**Run 1: clock wiring as the flow saved it**

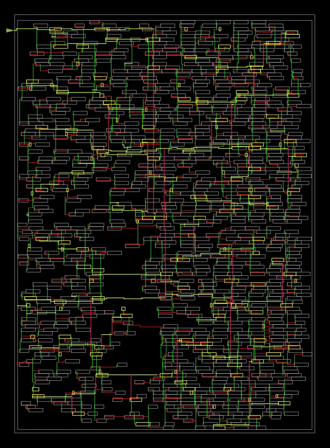
**Run 1: signal wires by layer**

Drawn at 1 px/micron.
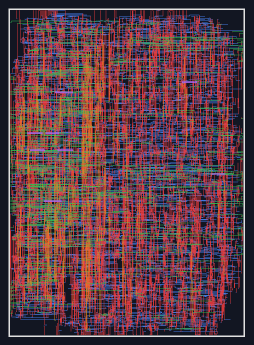
**Run 1: wires at chosen ports, followed through buffers**

Drawn at 1.5 px/micron.
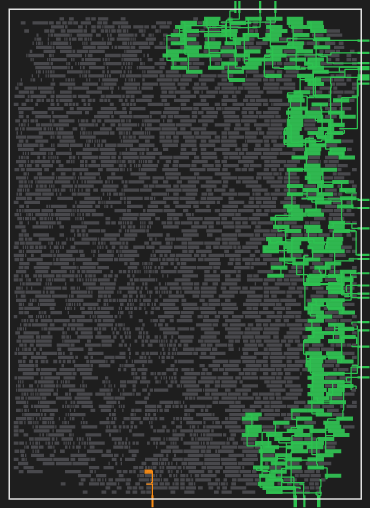
--- src/rtl/reorder_buffer_pkg.sv ---
// Shared constants for the reorder buffer and the decoder's dispatch side:
// default geometry and the two-bit entry type encoding {control, writes_reg}.
package reorder_buffer_pkg;

    localparam int DEF_ROB_WIDTH      = 3;
    localparam int DEF_REG_WIDTH      = 5;
    localparam int DEF_ROB_TYPE_WIDTH = 2;

    typedef enum logic [1:0] {
        ROB_TYPE_STORE  = 2'b00,
        ROB_TYPE_REG    = 2'b01,
        ROB_TYPE_BRANCH = 2'b10,
        ROB_TYPE_JALR   = 2'b11
    } rob_type_e;

    // Low bit of the type code marks entries that retire into the register file.
    function automatic logic writes_reg(input logic [1:0] ty);
        return ty[0];
    endfunction

endpackage

--- src/rtl/reorder_buffer.sv ---
// Circular reorder buffer: allocates at tail on dispatch, collects ALU/LSB
// write-backs, retires in order from head and resolves branch/JALR at retirement.
module reorder_buffer
    import reorder_buffer_pkg::*;
#(
    parameter int ROB_WIDTH      = DEF_ROB_WIDTH,
    parameter int REG_WIDTH      = DEF_REG_WIDTH,
    parameter int ROB_TYPE_WIDTH = DEF_ROB_TYPE_WIDTH
) (
    input  logic                      clk_in,
    input  logic                      rst_in,
    input  logic                      rdy_in,
    output logic                      flush,
    output logic [31:0]               predict_correct_pc,
    output logic                      rob_full,
    output logic [ROB_WIDTH-1:0]      rob_empty_id,
    input  logic                      rob_rdy,
    input  logic                      rob_committable,
    input  logic [31:0]               rob_res,
    input  logic [ROB_TYPE_WIDTH-1:0] rob_type,
    input  logic [REG_WIDTH-1:0]      rob_dest,
    input  logic [31:0]               rob_next_addr,
    input  logic [31:0]               rob_jump_addr,
    input  logic                      rob_predict,
    input  logic                      alu_rdy,
    input  logic [ROB_WIDTH-1:0]      alu_rob_id,
    input  logic [31:0]               alu_res,
    input  logic                      lsb_rdy,
    input  logic [ROB_WIDTH-1:0]      lsb_rob_id,
    input  logic [31:0]               lsb_res,
    output logic                      reg_commit_en,
    output logic [REG_WIDTH-1:0]      reg_commit_reg_id,
    output logic [ROB_WIDTH-1:0]      reg_commit_rob_id,
    output logic [31:0]               reg_commit_data,
    output logic                      store_commit_en,
    output logic [ROB_WIDTH-1:0]      store_commit_rob_id
);

    localparam int DEPTH = 1 << ROB_WIDTH;

    logic [DEPTH-1:0]          busy_q, busy_d;
    logic [DEPTH-1:0]          cmt_q, cmt_d;
    logic [DEPTH-1:0]          pred_q;
    logic [ROB_TYPE_WIDTH-1:0] type_q [DEPTH];
    logic [REG_WIDTH-1:0]      dest_q [DEPTH];
    logic [31:0]               res_q  [DEPTH];
    logic [31:0]               next_q [DEPTH];
    logic [31:0]               jump_q [DEPTH];

    logic [ROB_WIDTH-1:0]      head_q, head_d, tail_q, tail_d;
    logic [ROB_WIDTH:0]        count_q, count_d;

    logic                      flush_q;
    logic [31:0]               pc_q;
    logic                      reg_en_q;
    logic [REG_WIDTH-1:0]      reg_id_q;
    logic [ROB_WIDTH-1:0]      reg_rob_q;
    logic [31:0]               reg_data_q;
    logic                      st_en_q;
    logic [ROB_WIDTH-1:0]      st_rob_q;

    logic                      accept;
    logic                      do_commit;
    logic                      do_disp;
    logic                      mispredict;
    logic [31:0]               redirect_pc;
    logic [ROB_TYPE_WIDTH-1:0] head_type;
    logic [DEPTH-1:0]          alu_sel, lsb_sel;

    // The flush cycle itself is dead: nothing is accepted while flush is high.
    assign accept    = rdy_in && !flush_q;
    assign head_type = type_q[head_q];
    assign do_commit = accept && busy_q[head_q] && cmt_q[head_q];
    assign do_disp   = accept && rob_rdy && !mispredict;

    genvar gi;
    generate
        for (gi = 0; gi < DEPTH; gi++) begin : g_sel
            assign alu_sel[gi] = accept && alu_rdy && busy_q[gi] && (alu_rob_id == ROB_WIDTH'(gi));
            assign lsb_sel[gi] = accept && lsb_rdy && busy_q[gi] && (lsb_rob_id == ROB_WIDTH'(gi));
        end
    endgenerate

    always_comb begin
        mispredict  = 1'b0;
        redirect_pc = '0;
        if (do_commit) begin
            if (head_type == ROB_TYPE_JALR) begin
                mispredict  = 1'b1;
                redirect_pc = jump_q[head_q];
            end else if (head_type == ROB_TYPE_BRANCH && res_q[head_q][0] != pred_q[head_q]) begin
                mispredict  = 1'b1;
                redirect_pc = res_q[head_q][0] ? jump_q[head_q] : next_q[head_q];
            end
        end
    end

    always_comb begin
        busy_d  = busy_q;
        cmt_d   = cmt_q;
        head_d  = head_q;
        tail_d  = tail_q;
        count_d = count_q;
        if (accept) begin
            cmt_d = cmt_q | alu_sel | lsb_sel;
            if (do_commit) begin
                busy_d[head_q] = 1'b0;
                cmt_d[head_q]  = 1'b0;
                head_d         = head_q + 1'b1;
            end
            if (do_disp) begin
                busy_d[tail_q] = 1'b1;
                cmt_d[tail_q]  = rob_committable;
                tail_d         = tail_q + 1'b1;
            end
            count_d = count_q + (ROB_WIDTH+1)'(do_disp) - (ROB_WIDTH+1)'(do_commit);
            if (mispredict) begin
                busy_d  = '0;
                cmt_d   = '0;
                head_d  = '0;
                tail_d  = '0;
                count_d = '0;
            end
        end
    end

    always_ff @(posedge clk_in) begin
        if (rst_in) begin
            busy_q  <= '0;
            cmt_q   <= '0;
            head_q  <= '0;
            tail_q  <= '0;
            count_q <= '0;
        end else begin
            busy_q  <= busy_d;
            cmt_q   <= cmt_d;
            head_q  <= head_d;
            tail_q  <= tail_d;
            count_q <= count_d;
        end
    end

    // Payload fields need no reset: they are only read behind busy.
    always_ff @(posedge clk_in) begin
        for (int i = 0; i < DEPTH; i++) begin
            if (do_disp && tail_q == ROB_WIDTH'(i)) begin
                type_q[i] <= rob_type;
                dest_q[i] <= rob_dest;
                res_q[i]  <= rob_res;
                next_q[i] <= rob_next_addr;
                jump_q[i] <= rob_jump_addr;
                pred_q[i] <= rob_predict;
            end else if (alu_sel[i]) begin
                case (type_q[i])
                    ROB_TYPE_REG:    res_q[i]    <= alu_res;
                    ROB_TYPE_BRANCH: res_q[i][0] <= alu_res[0];
                    ROB_TYPE_JALR:   jump_q[i]   <= alu_res;
                    default: ;
                endcase
            end else if (lsb_sel[i] && type_q[i] == ROB_TYPE_REG) begin
                res_q[i] <= lsb_res;
            end
        end
    end

    always_ff @(posedge clk_in) begin
        if (rst_in) begin
            flush_q    <= 1'b0;
            pc_q       <= '0;
            reg_en_q   <= 1'b0;
            reg_id_q   <= '0;
            reg_rob_q  <= '0;
            reg_data_q <= '0;
            st_en_q    <= 1'b0;
            st_rob_q   <= '0;
        end else if (rdy_in) begin
            flush_q  <= mispredict;
            pc_q     <= redirect_pc;
            reg_en_q <= do_commit && writes_reg(head_type);
            st_en_q  <= do_commit && (head_type == ROB_TYPE_STORE);
            if (do_commit) begin
                reg_id_q   <= dest_q[head_q];
                reg_rob_q  <= head_q;
                reg_data_q <= res_q[head_q];
                st_rob_q   <= head_q;
            end
        end
    end

    assign flush               = flush_q;
    assign predict_correct_pc  = pc_q;
    assign rob_full            = (count_q == (ROB_WIDTH+1)'(DEPTH));
    assign rob_empty_id        = tail_q;
    assign reg_commit_en       = reg_en_q;
    assign reg_commit_reg_id   = reg_id_q;
    assign reg_commit_rob_id   = reg_rob_q;
    assign reg_commit_data     = reg_data_q;
    assign store_commit_en     = st_en_q;
    assign store_commit_rob_id = st_rob_q;

endmodule

--- config.mk ---
export PLATFORM = sky130hd
export DESIGN_NAME = reorder_buffer
export DESIGN_NICKNAME = d
export VERILOG_FILES = /design/src/rtl/reorder_buffer_pkg.sv /design/src/rtl/reorder_buffer.sv
export SDC_FILE = /design/constraint.sdc
export NUM_CORES = 1
export LEC_CHECK = 0
export ABC_CLOCK_PERIOD_IN_PS = 6200
export CORE_ASPECT_RATIO = 1.4
export CORE_MARGIN = 2
export CORE_UTILIZATION = 60
export CTS_CLUSTER_SIZE = 24
export DETAILED_ROUTE_END_ITERATION = 8
export HOLD_SLACK_MARGIN = 0.1
export PLACE_DENSITY_LB_ADDON = 0.1
export SYNTH_ARGS = -nofsm -noshare
export SYNTH_HDL_FRONTEND = slang
export SYNTH_SLANG_ARGS = --single-unit
--- constraint.sdc ---
create_clock -name clk_in -period 6.2 [get_ports clk_in]
set_input_delay 0.93 -clock clk_in [delete_from_list [all_inputs] [get_ports clk_in]]
set_output_delay 0.93 -clock clk_in [all_outputs]
set_load 0.005 [all_outputs]
==> flow_summary.yaml, run 1 <==
# synthesis and place-and-route metrics
run_status:
  outcome: "completed"
final_timing:
  setup_ws_ns: 1.16
  worst-slew-pin-transition_ns: 1.35
  timing.slew.headroom_pct: 9.73
  final_hold_viol_count: 0
  setup_violations: 0
  final.setup.tns_ns: 0
place:
  gp_congestion: 0.979
  io_buffer_count: 262
  post-dp-hpwl_microns: 78400
  placed_area_sq_um: 47500
synthesis:
  yosysTopAreaCell: "edfxtp_1"
  ys_seq_share_pct: 61.1
  synth_area_sq_um: 44300
  ys_sh_adder_pct: 0.384
  logic_family: "multiplexers"
  yosys_area_sq_um: 44300
  yosys.area_share.simple_pct: 6.27
  yosysWarnings: 0
  synth.distinct_cells: 65
  edf_count: 832
  topCellsByArea: "edfxtp_1 (56%), mux4_2 (12%), mux2_2 (6.1%)"
  ys_sh_aoi_pct: 8.26
  ys.flops: 936
global_route:
  busiest_layer: "met2"
  grt_use_total_pct: 34.2
  grt_max_degree: 151
  grt_overflow: 0
  gr-usage-met2_pct: 56.3
power:
  cellPowerDensity_nw_per_um2: 265
  swShare_pct: 21.7
  peakVddDrop_uv: 265
route:
  avgRoutedWirePerCell_microns: 30.9
  wl_met3_microns: 13500
  highest_layer: "met5"
  first_pass_iters: 6
  drc_errors: 0
  drt-met1-wl_microns: 45800
  routed_wl_microns: 130000
  met2RoutedLength_microns: 63800
worst_setup_path:
  reg2reg_depth: 7
  r2r_end: "next_q[0][11]$_DFFE_PP_"
  crit_cells: 7
job:
  drv_cap: 0
finish:
  final_area_sq_um: 50500
  syn2layout_area_growth_pct: 14.0
  final_util_pct: 69.2
  top_regs: "jump_q: 256 flops, next_q: 256 flops, res_q: 256 flops"
min_path:
  hp-class: "reg -> reg"
  min_to: "count_q[2]$_SDFFE_PP0N_"
floorplanning:
  ios: 263
  die_w_microns: 234
  design.core.area_sq_um: 72900
  die_area_sq_um: 76000
cts:
  clock_path_buffers: 3
  cts_root_buffer: "clkbuf_16"
  postCtsSetupBuffers: 0
  ctsHoldBuffers: 0
  cts_tree: "yes"
  clk_pin_slew_ns: 0.07
About 'clock wiring as the flow saved it':
CTS Buf Count: 89
clk sinks: 936
Clock Power: 5640 uW
seq_cells: 936
Clock Latency Late Sink: 0.66 ns

About 'signal wires by layer':
Key: blue = metal 1 [wire length 45.8 mm]; red = metal 2 [wire length 63.8 mm]; purple = metal 5 [wire length 112 microns]; orange = metal 4 [wire length 6640 microns]; green = metal 3 [wire length 13500 microns]

About 'wires at chosen ports, followed through buffers':
Key: orange = alu_rdy [direction input, edge bottom, end cells 2, buffers 1, wire 25.5 microns]; green = rob_next_addr [direction input, edge 23 right, 5 bottom, 4 top, end cells 256, buffers 32, wire 3470 microns]

==> run 1: power groups by stage <==
| stage | sequential, uW | combinational, uW | clock (uW) |
|---|---|---|---|
| after floorplan | 7100 | 423 | 0 |
| after global placement | 7100 | 724 | 0 |
| final | 6970 | 768 | 5640 |
| after global routing | 6980 | 815 | 5890 |
| after detailed placement | 7110 | 756 | 0 |
| after CTS | 6970 | 760 | 5670 |
==> run 1: per-stage QoR <==
step,hold WS (ns),power (uW),std cells
2_1_floorplan,0.432,7520,3068
3_5_place_dp,0.451,7870,4026
6_report,0.465,13400,4204
4_1_cts,0.461,13400,4193
3_3_place_gp,0.445,7830,4026
5_1_grt,0.494,13700,4195
==> run 1: synth_stat cells (6+ instances only) <==
master,n
mux2_2,240
edfxtp_1,832
o21ai_0,18
nor3_1,10
a2bb2oi_1,93
mux2i_1,91
buf_2,74
clkbuf_1,201
a22oi_1,6
dfxtp_1,104
a21oi_1,99
nand4_1,11
a22o_1,32
nand3_1,27
nor2_1,237
buf_4,11
and3_1,13
nand2_1,286
buf_1,29
mux4_2,234
o211ai_1,8
clkbuf_2,7
mux2_1,22
o22ai_1,102
inv_1,17
ha_1,12
a31oi_1,107
a211oi_1,38
nor2b_1,12
nand2b_1,17
==> run 1: cell type report <==
| cell class | count | area (sq um) | area share (%) |
|---|---|---|---|
| inverter | 21 | 78.8 | 0.156 |
| tap | 952 | 1190 | 2.36 |
| antenna | 11 | 27.5 | 0.0545 |
| clock buffer | 116 | 2420 | 4.80 |
| timing repair buffer | 328 | 3130 | 6.19 |
| multi-input combinational | 1789 | 16000 | 31.7 |
| sequential | 936 | 27100 | 53.7 |
| clock inverter | 51 | 558 | 1.11 |
==> run 2, diff against run 1 <==
--- a/config.mk
+++ b/config.mk
@@ -5,7 +5,7 @@
 export SDC_FILE = /design/constraint.sdc
 export NUM_CORES = 1
 export LEC_CHECK = 0
-export ABC_CLOCK_PERIOD_IN_PS = 6200
+export ABC_CLOCK_PERIOD_IN_PS = 4800
 export CORE_ASPECT_RATIO = 1.4
 export CORE_MARGIN = 2
 export CORE_UTILIZATION = 60
==> constraint.sdc (replaced) <==
create_clock -name clk_in -period 4.8 [get_ports clk_in]
set_input_delay 0.72 -clock clk_in [delete_from_list [all_inputs] [get_ports clk_in]]
set_output_delay 0.72 -clock clk_in [all_outputs]
set_load 0.005 [all_outputs]
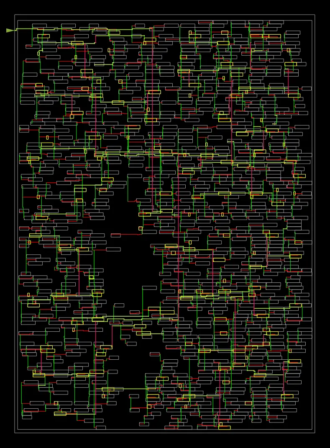
**Above:** run 2 (clock wiring as the flow saved it).
Clock Latency Late Sink: 0.67 ns
Clock Power: 7250 uW

==> run 2 against run 1 <==
Cell area rose by 0.87%; worst hold slack got worse by 0.0068 ns; clock skew rose by 0.0065 ns; largest power group unchanged; setup slack got worse by 0.69 ns; flip-flop count did not move; power rose by 29%; critical path depth rose by 3; non-clock buffer count rose by 28; core utilization rose by 0.60 points.
==> flow_summary.yaml, run 2 <==
# synthesis and place-and-route metrics
worst_setup_path:
  worstPathCellList: "buf_4, nor2b_1, a22oi_1, o22ai_1, nor3_2, nor3_2, o211a_1, buf_4, nand2_1, a31oi_1"
  r2r-start: "head_q[1]$_SDFFE_PP0P_"
  crit_fanout: 31
  end_kind: "flop"
  critPathLaunchType: "flop"
  r2r_end: "res_q[6][22]$_DFFE_PP_"
  path_buffers: 2
  cpLargestDelayFamily: "simple AND/OR/NAND/NOR gates"
  cpMaxStageDelayCell: "nor3_2"
  r2r_slack_ns: 0.47
  worstPathArrival_ns: 4.83
  cp.required_ns: 5.30
  path_class: "reg -> reg"
  max_stage_delay_ns: 0.90
  reg2reg_depth: 10
synthesis:
  top_cell_area_share_pct: 56.4
  ys.flops: 936
  synth_area_sq_um: 44300
  yosys_area_sq_um: 44300
  ys.flop_type: "edfxtp_1"
  logic_family: "multiplexers"
  yosys.area_share.simple_pct: 6.27
  postSynthAreaPerCell_sq_um: 14.4
  synth.most_common_cell: "edfxtp_1"
  ys_sh_adder_pct: 0.384
  ys_cells: 3068
  ys_sh_aoi_pct: 8.26
  synth.distinct_cells: 65
  synthCells: 3068
  yosysTopAreaCell: "edfxtp_1"
  synth.area.mux_share_pct: 20.6
  edf_count: 832
  ys_seq_share_pct: 61.1
  async_flop_share_pct: 0
  synth.top_cells.by_count: "edfxtp_1 (832), nand2_1 (286), mux2_2 (240)"
  fp_nets: 3262
  ys_sh_xor_pct: 0.119
  yosysWarnings: 0
  topCellsByArea: "edfxtp_1 (56%), mux4_2 (12%), mux2_2 (6.1%)"
place:
  post-place-cells: 4054
  io_buffer_count: 262
  gp_congestion: 0.964
  post-dp-hpwl_microns: 79100
  place_worst_setup_slack_ns: 0.648
final_timing:
  clock-skew-final_ns: 0.0208
  fin_crit_sh_pct: 90.2
  worst-slew-pin-transition_ns: 1.08
  timing.slew.headroom_pct: 27.5
  final_hold_viol_count: 0
  hold_slack_ns: 0.459
  fmax_mhz: 231
  rsz0062_at_grt: "no"
  setup_ws_ns: 0.468
  setup_violations: 0
  drv_slew: 0
  final.setup.tns_ns: 0
  layout_min_cycle_time_ns: 4.33
cts:
  clk_pin_slew_ns: 0.06
  cts_tree: "yes"
  ctsHoldBuffers: 0
  clock_path_buffers: 3
  cts_root_buffer: "clkbuf_16"
  postCtsSetupBuffers: 0
  ctsResizeCount: 0
  htree_levels: 3
  cts_buffers: 90
  cts_sinks: 936
route:
  drc_errors: 0
  first_pass_iters: 7
  drt_iter0_markers: 3616
  viasPerCell: 6.96
  ant_nets: 0
global_route:
  grt_max_degree: 80
  grt_pass1_wl_microns: 193000
  grt_overflow: 0
  antenna_found_initial: 18
  first_global_vias: 30343
power:
  peakVddDrop_uv: 282
  finalPower_uw: 17300
  p_leak_uw: 0.0164
  cellPowerDensity_nw_per_um2: 339
floorplanning:
  die_h_microns: 325
  initCoreUtil_pct: 60.7
  ios: 263
  die_w_microns: 234
  design.core.area_sq_um: 72900
  die_area_sq_um: 76000
  num_rows: 117
min_path:
  worstHoldStart: "count_q[2]$_SDFFE_PP0N_"
  worst_hold_path.num_cells: 2
  hp-class: "reg -> reg"
  min_to: "count_q[2]$_SDFFE_PP0N_"
finish:
  top_regs: "jump_q: 256 flops, next_q: 256 flops, res_q: 256 flops"
  layout_top_cell: "edfxtp_1"
  final_nets: 3388
  instances_no_fill: 4229
  drive_above_1_share_pct: 23.2
  fill_cells: 4848
  final_cell_mix: "edfxtp_1 (832), nand2_1 (282), clkdlybuf4s50_1 (261)"
  syn2layout_area_growth_pct: 14.9
run_status:
  outcome: "completed"
job:
  drv_cap: 0
  openroad.warnings: 30
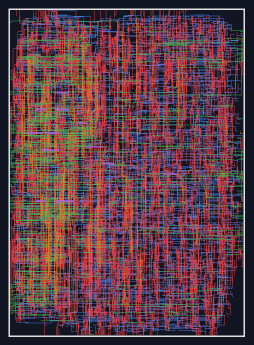
**Above:** run 2 (signal wires by layer).
Drawn at 1 px/micron.
Vias: 29426
GR Util All Layers: 34.8%
WL per Instance: 31.1 microns
WL final: 132000 microns

[run 2: worst max-delay path by stage]
stage	startpoint	endpoint	cells past startpoint
floorplan	rdy_in	jump_q[3][0]$_DFFE_PP_	7
global placement	rdy_in	jump_q[1][5]$_DFFE_PP_	11
detailed placement	rdy_in	jump_q[1][15]$_DFFE_PP_	11
CTS	head_q[1]$_SDFFE_PP0P_	res_q[6][22]$_DFFE_PP_	10
global route	head_q[1]$_SDFFE_PP0P_	res_q[6][17]$_DFFE_PP_	10
finish	head_q[1]$_SDFFE_PP0P_	res_q[6][22]$_DFFE_PP_	10
[run 2: cell families after synthesis]
kind of cell | after synthesis
flip-flops | 936
AND/OR/NAND/NOR | 651
multiplexers | 587
AND-OR/OR-AND | 532
buffers and inverters | 343
adder cells (fa/ha/maj) | 13
XOR/XNOR | 6
[run 2: metal layers]
layer | track usage, % | routed length, microns | vias up
met5 | 0 | 148 | -
met4 | 16.1 | 6360 | 24
met3 | 7.68 | 13600 | 503
met2 | 57.3 | 65000 | 1930
met1 | 44.2 | 46500 | 14692
li1 | - | - | 12277
[run 2: final cells by class]
type	count	area, sq um	share of cell area [%]
multi-input cells	1789	16000	31.4
diodes	5	12.5	0.0246
inverters	21	78.8	0.155
well taps	952	1190	2.34
clock buffers	127	2650	5.20
flip-flops and latches	936	27100	53.2
repair buffers	356	3520	6.92
clock inverters	43	388	0.762
[run 2: stage by stage]
step                util (%)  instance area (sq um)
floorplan                  -                  44300
global placement        65.6                  47900
detailed placement      65.6                  47900
CTS                     69.8                  50900
global route            69.8                  50900
finish                  69.8                  50900
[run 2: power breakdown]
part,total [uW],switching (uW),internal [uW],leakage (uW)
logic,1010,564,448,0.00653
registers,9000,36.1,8970,0.00836
clock network,7250,3110,4130,0.00149
total,17300,3710,13500,0.0164
Power figures rest on the tool's default switching activity, not on a simulated workload.
